File: src/rtl/fm_seek_ctrl.sv
// FM tuning controller: owns the NCO phase increment, performs direct tunes and
// up/down channel seeks that settle, average the vectran magnitude and stop on a station.
module fm_seek_ctrl #(
  parameter int unsigned             PHI_WIDTH  = 32,
  parameter int unsigned             MAG_WIDTH  = 16,
  parameter logic [PHI_WIDTH-1:0]    PHI_MIN    = 32'd132353593,
  parameter logic [PHI_WIDTH-1:0]    PHI_MAX    = 32'd1996488704,
  parameter logic [PHI_WIDTH-1:0]    PHI_STEP   = 32'd5825422,
  parameter int unsigned             MAX_STEPS  = 320,
  parameter int unsigned             SETTLE_SMP = 64,
  parameter int unsigned             AVG_LOG2   = 5
) (
  input  logic                 clk,
  input  logic                 reset_n,
  input  logic                 cmd_valid,
  input  logic [1:0]           cmd_op,
  input  logic [PHI_WIDTH-1:0] cmd_phi,
  input  logic [MAG_WIDTH-1:0] threshold,
  input  logic [MAG_WIDTH-1:0] mag,
  input  logic                 mag_valid,
  output logic [PHI_WIDTH-1:0] phi_inc,
  output logic                 busy,
  output logic                 done,
  output logic                 found,
  output logic [MAG_WIDTH-1:0] mag_avg
);

  localparam int unsigned AVG_N  = 1 << AVG_LOG2;
  localparam int unsigned ACC_W  = MAG_WIDTH + AVG_LOG2;
  localparam int unsigned SMP_W  = $clog2((SETTLE_SMP > AVG_N) ? SETTLE_SMP : AVG_N) + 1;
  localparam int unsigned STEP_W = $clog2(MAX_STEPS + 1);

  localparam logic [PHI_WIDTH:0] MIN_X  = {1'b0, PHI_MIN};
  localparam logic [PHI_WIDTH:0] MAX_X  = {1'b0, PHI_MAX};
  localparam logic [PHI_WIDTH:0] STEP_X = {1'b0, PHI_STEP};

  typedef enum logic [2:0] {
    S_IDLE, S_STEP, S_SETTLE, S_MEASURE, S_DECIDE
  } state_t;

  state_t                state_q, state_d;
  logic [PHI_WIDTH-1:0]  phi_q, phi_d;
  logic                  busy_q, busy_d;
  logic                  done_q, done_d;
  logic                  found_q, found_d;
  logic [MAG_WIDTH-1:0]  avg_q, avg_d;
  logic [ACC_W-1:0]      acc_q, acc_d;
  logic [SMP_W-1:0]      smp_q, smp_d;
  logic [STEP_W-1:0]     step_q, step_d;
  logic                  seek_q, seek_d;
  logic                  dir_q, dir_d;

  logic [MAG_WIDTH-1:0]  avg_c;
  logic [PHI_WIDTH:0]    up_sum_c;
  logic                  abort_c;

  assign avg_c    = MAG_WIDTH'(acc_q >> AVG_LOG2);
  assign up_sum_c = {1'b0, phi_q} + STEP_X;
  assign abort_c  = cmd_valid && (cmd_op == 2'b11);

  // Next-state and next-output logic
  always_comb begin
    state_d = state_q;
    phi_d   = phi_q;
    done_d  = 1'b0;
    found_d = found_q;
    avg_d   = avg_q;
    acc_d   = acc_q;
    smp_d   = smp_q;
    step_d  = step_q;
    seek_d  = seek_q;
    dir_d   = dir_q;

    case (state_q)
      S_IDLE: begin
        if (cmd_valid) begin
          case (cmd_op)
            2'b00: begin
              phi_d   = cmd_phi;
              seek_d  = 1'b0;
              smp_d   = '0;
              acc_d   = '0;
              state_d = S_SETTLE;
            end
            2'b01, 2'b10: begin
              seek_d  = 1'b1;
              dir_d   = cmd_op[1];
              step_d  = '0;
              state_d = S_STEP;
            end
            default: ;
          endcase
        end
      end
      S_STEP: begin
        // Wide compares keep the band-edge wrap free of overflow
        if (!dir_q) begin
          phi_d = (up_sum_c > MAX_X) ? PHI_MIN : PHI_WIDTH'(up_sum_c);
        end else begin
          phi_d = ({1'b0, phi_q} < (MIN_X + STEP_X)) ? PHI_MAX : (phi_q - PHI_STEP);
        end
        step_d  = step_q + STEP_W'(1);
        smp_d   = '0;
        acc_d   = '0;
        state_d = S_SETTLE;
      end
      S_SETTLE: begin
        if (mag_valid) begin
          if (smp_q == SMP_W'(SETTLE_SMP - 1)) begin
            smp_d   = '0;
            state_d = S_MEASURE;
          end else begin
            smp_d = smp_q + SMP_W'(1);
          end
        end
      end
      S_MEASURE: begin
        if (mag_valid) begin
          acc_d = acc_q + ACC_W'(mag);
          if (smp_q == SMP_W'(AVG_N - 1)) begin
            smp_d   = '0;
            state_d = S_DECIDE;
          end else begin
            smp_d = smp_q + SMP_W'(1);
          end
        end
      end
      S_DECIDE: begin
        avg_d = avg_c;
        acc_d = '0;
        if (!seek_q) begin
          done_d  = 1'b1;
          state_d = S_IDLE;
        end else if (avg_c >= threshold) begin
          found_d = 1'b1;
          done_d  = 1'b1;
          state_d = S_IDLE;
        end else if (step_q == STEP_W'(MAX_STEPS)) begin
          found_d = 1'b0;
          done_d  = 1'b1;
          state_d = S_IDLE;
        end else begin
          state_d = S_STEP;
        end
      end
      default: state_d = S_IDLE;
    endcase

    // Abort overrides whatever the busy state was about to do
    if ((state_q != S_IDLE) && abort_c) begin
      state_d = S_IDLE;
      phi_d   = phi_q;
      avg_d   = avg_q;
      done_d  = 1'b1;
      found_d = 1'b0;
      smp_d   = '0;
      acc_d   = '0;
    end

    busy_d = (state_d != S_IDLE);
  end

  always_ff @(posedge clk) begin
    if (!reset_n) begin
      state_q <= S_IDLE;
      phi_q   <= PHI_MIN;
      busy_q  <= 1'b0;
      done_q  <= 1'b0;
      found_q <= 1'b0;
      avg_q   <= '0;
      acc_q   <= '0;
      smp_q   <= '0;
      step_q  <= '0;
      seek_q  <= 1'b0;
      dir_q   <= 1'b0;
    end else begin
      state_q <= state_d;
      phi_q   <= phi_d;
      busy_q  <= busy_d;
      done_q  <= done_d;
      found_q <= found_d;
      avg_q   <= avg_d;
      acc_q   <= acc_d;
      smp_q   <= smp_d;
      step_q  <= step_d;
      seek_q  <= seek_d;
      dir_q   <= dir_d;
    end
  end

  assign phi_inc = phi_q;
  assign busy    = busy_q;
  assign done    = done_q;
  assign found   = found_q;
  assign mag_avg = avg_q;

endmodule

File: config.mk
export PLATFORM = sky130hd
export DESIGN_NAME = fm_seek_ctrl
export DESIGN_NICKNAME = d
export VERILOG_FILES = /design/src/rtl/fm_seek_ctrl.sv
export SDC_FILE = /design/constraint.sdc
export NUM_CORES = 1
export LEC_CHECK = 0
export ABC_CLOCK_PERIOD_IN_PS = 4200
export CORE_MARGIN = 4
export CORE_UTILIZATION = 41
export DETAILED_ROUTE_END_ITERATION = 10
export PLACE_DENSITY = 0.71
export SETUP_SLACK_MARGIN = 0.1
export SYNTH_ARGS = -nofsm -noshare
export SYNTH_HDL_FRONTEND = slang
export SYNTH_SLANG_ARGS = --single-unit
export TNS_END_PERCENT = 10
File: constraint.sdc
create_clock -name clk -period 4.2 [get_ports clk]
set_input_delay 0.63 -clock clk [delete_from_list [all_inputs] [get_ports clk]]
set_output_delay 0.63 -clock clk [all_outputs]
set_load 0.02 [all_outputs]
### PDN straps and rails

Scale bar: 50 um. Pins as bars on the die edge. Tap cells in gray.
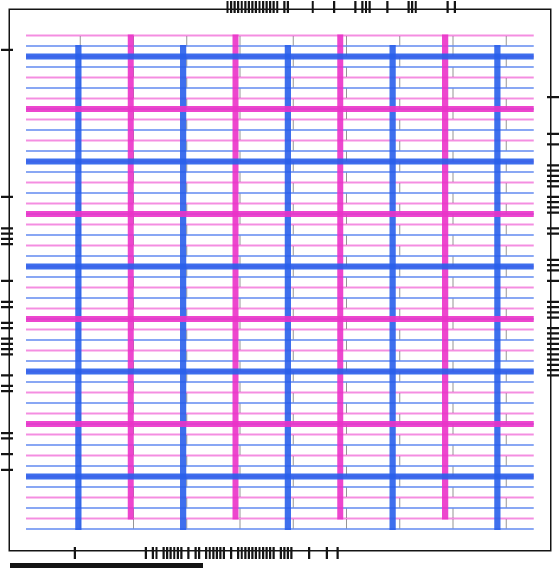
VSS: marked blue. VDD: marked magenta.
9 straps on met5. 48 met1 rails follow the rows. The core has 47 rows. 121 signal pins sit on the boundary.

==> flow_summary.toml <==
# yosys + openroad results
[routing]
drtIter0Drc = 555
route.top_layer_used = "met4"
first_pass_iters = 5
wl_um = 23300
vias = 7739
drtAntennaViolNets = 0
via_per_inst = 5.94
wl_met2_um = 10900
post_drt_wl_per_cell_um = 17.9
drc = 0
wirelength_met1_um = 10200

[setup_path]
path_depth = 11
path_max_fanout = 14
crit_required_ps = 4460
r2r_start = "phi_inc[7]"
reg2reg_depth = 11
path_buffers = 1
cpMaxStageDelayCell = "nor3_1"
crit_path_end_kind = "register"
crit_path_start_kind = "register"
crit_start = "phi_inc[7]"
crit_chain = "nor3_1 -> a21boi_0 -> o21ai_0 -> xnor2_1 -> a2111oi_2 -> o2111ai_1 -> a31oi_1 -> o21ai_1 -> buf_4 -> or3_1 -> a221oi_1"
cp_top_family = "AND-OR/OR-AND gates"
crit_end = "phi_inc[1]"
worstPathArrival_ps = 4090
r2r_end = "phi_inc[1]"
reg2reg_slack_ps = 360

[power_and_ir_drop]
peakVddDrop_mv = 0.268
power.density_mw_per_mm2 = 284
pwr-share-clk_pct = 32.5
p_switching_mw = 0.879
p_int_mw = 1.64
seq_power_share_pct = 38.9
p_total_mw = 2.52
power_leader = "sequential cells"
pg_clk_mw = 0.818
p_leak_nw = 3.38
switching_share_pct = 34.9
combinationalPowerShare_pct = 28.6

[finish]
finalInstanceArea_mm2 = 0.00886
lay_top_count = "clkdlybuf4s50_1"
final-nonclk-buf-share_pct = 16.5
area_growth_syn_to_layout_pct = 24.3
fin_util_pct = 52.7
fill_cells = 1673
clkCellAreaFrac_pct = 3.18
final_nets = 1188
seq_area_mm2 = 0.00186
largest_register_ffs = 32
layout.area.top_class = "combinational gates"
flops = 93
n_clock_buffer = 9
seq_share_pct = 21.0
drive_gt1_share_pct = 6.28
inverters = 38
buffers = 155
lay_top_cells = "clkdlybuf4s50_1 (120), a21oi_1 (112), nand2_1 (98)"
comb_cells = 780
n_antenna_cell = 0

[grt]
antenna_found_initial = 0
grt-busiest-layer = "met2"
gr-usage-met2_pct = 37.9
grtUsageMet3_pct = 4.53
gr-total-overflow = 0
grt_pass1_vias = 7235
grt_pass1_wl_um = 37500
grt_max_degree = 45
met1_usage_pct = 30.3

[cts]
path_clk_slew_ps = 80
cts_sinks = 93
cts_resized = 0
clk_latency_ps = 360
cts_buffers = 9
postCtsHoldBufs = 0
cts_buffer_depth = 2
htreeDepth = 3
cts_tree = "yes"
cts_setup_buffers = 0
root_buffer = "clkbuf_16"

[flow_run]
drv_cap = 0
tool_warnings = 30

[placement]
post_dp_cell_area_mm2 = 0.00858
dp_hpwl_um = 16900
gp_congestion = 0.946
portBuffers = 120
post-place-ws_ps = 510

[synth]
syn_area_per_cell_um2 = 7.25
synth_cell_types = 70
syn_nets = 1095
yosys-mux-area-fraction_pct = 0.579
largest_area_cell = "dfxtp_1"
top_cells_by_count = "a21oi_1 (112), nand2_1 (98), dfxtp_1 (93)"
adder_share_pct = 7.30
ys_async_sr_fraction_pct = 0
ys.flops = 93
ys_area_mm2 = 0.00713
synthSimpleGateAreaFrac_pct = 23.1
logic_family = "AND-OR/OR-AND gates"
top_cell = "a21oi_1"
syn_inst = 984
syn_area_mm2 = 0.00713
ys.flop_type = "dfxtp_1"
postSynthSeqShare_pct = 26.1
synth_compound_gate_area_share_pct = 31.2
yosysWarnings = 0
top_area_share_pct = 26.1
synthXorXnorAreaFrac_pct = 5.53
ys_cells = 984

[timing]
fin_crit_ps = 3840
maxSlewHeadroom_pct = 38.3
skew_ps = 11.3
tightest_slew_ps = 924
max_freq_mhz = 261
period_used_pct = 91.3
finalMaxSlewViolations = 0
grt_setup_unrepaired = "false"
timing_hold_violations_final = 0
tns_ps = 0
setup_slack_ps = 365
setup_viol = 0

[floorplanning]
die-area_mm2 = 0.0196
die_width_um = 140
io_pins = 121
tapCellCount = 220
initCoreUtil_pct = 42.4
rows = 47
die_h_um = 140
core_mm2 = 0.0168

[outcome]
outcome = "completed"

[hold_path]
hold_class = "reg -> reg"
worst_hold_startpoint = "mag_avg[2]"
min_to = "mag_avg[2]"
### Wire density map

28 x 28 tiles, from dark blue (low) to red (high), scaled to the fullest tile. Values are wire area over tile area, all layers added.
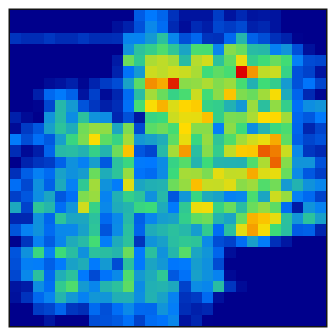
The fullest tile reaches 0.66. The emptiest ninth of the die: top left. 20% of the tiles are over half the peak. 19% of the tiles are nearly empty.

Power and IR drop assume default switching activity.
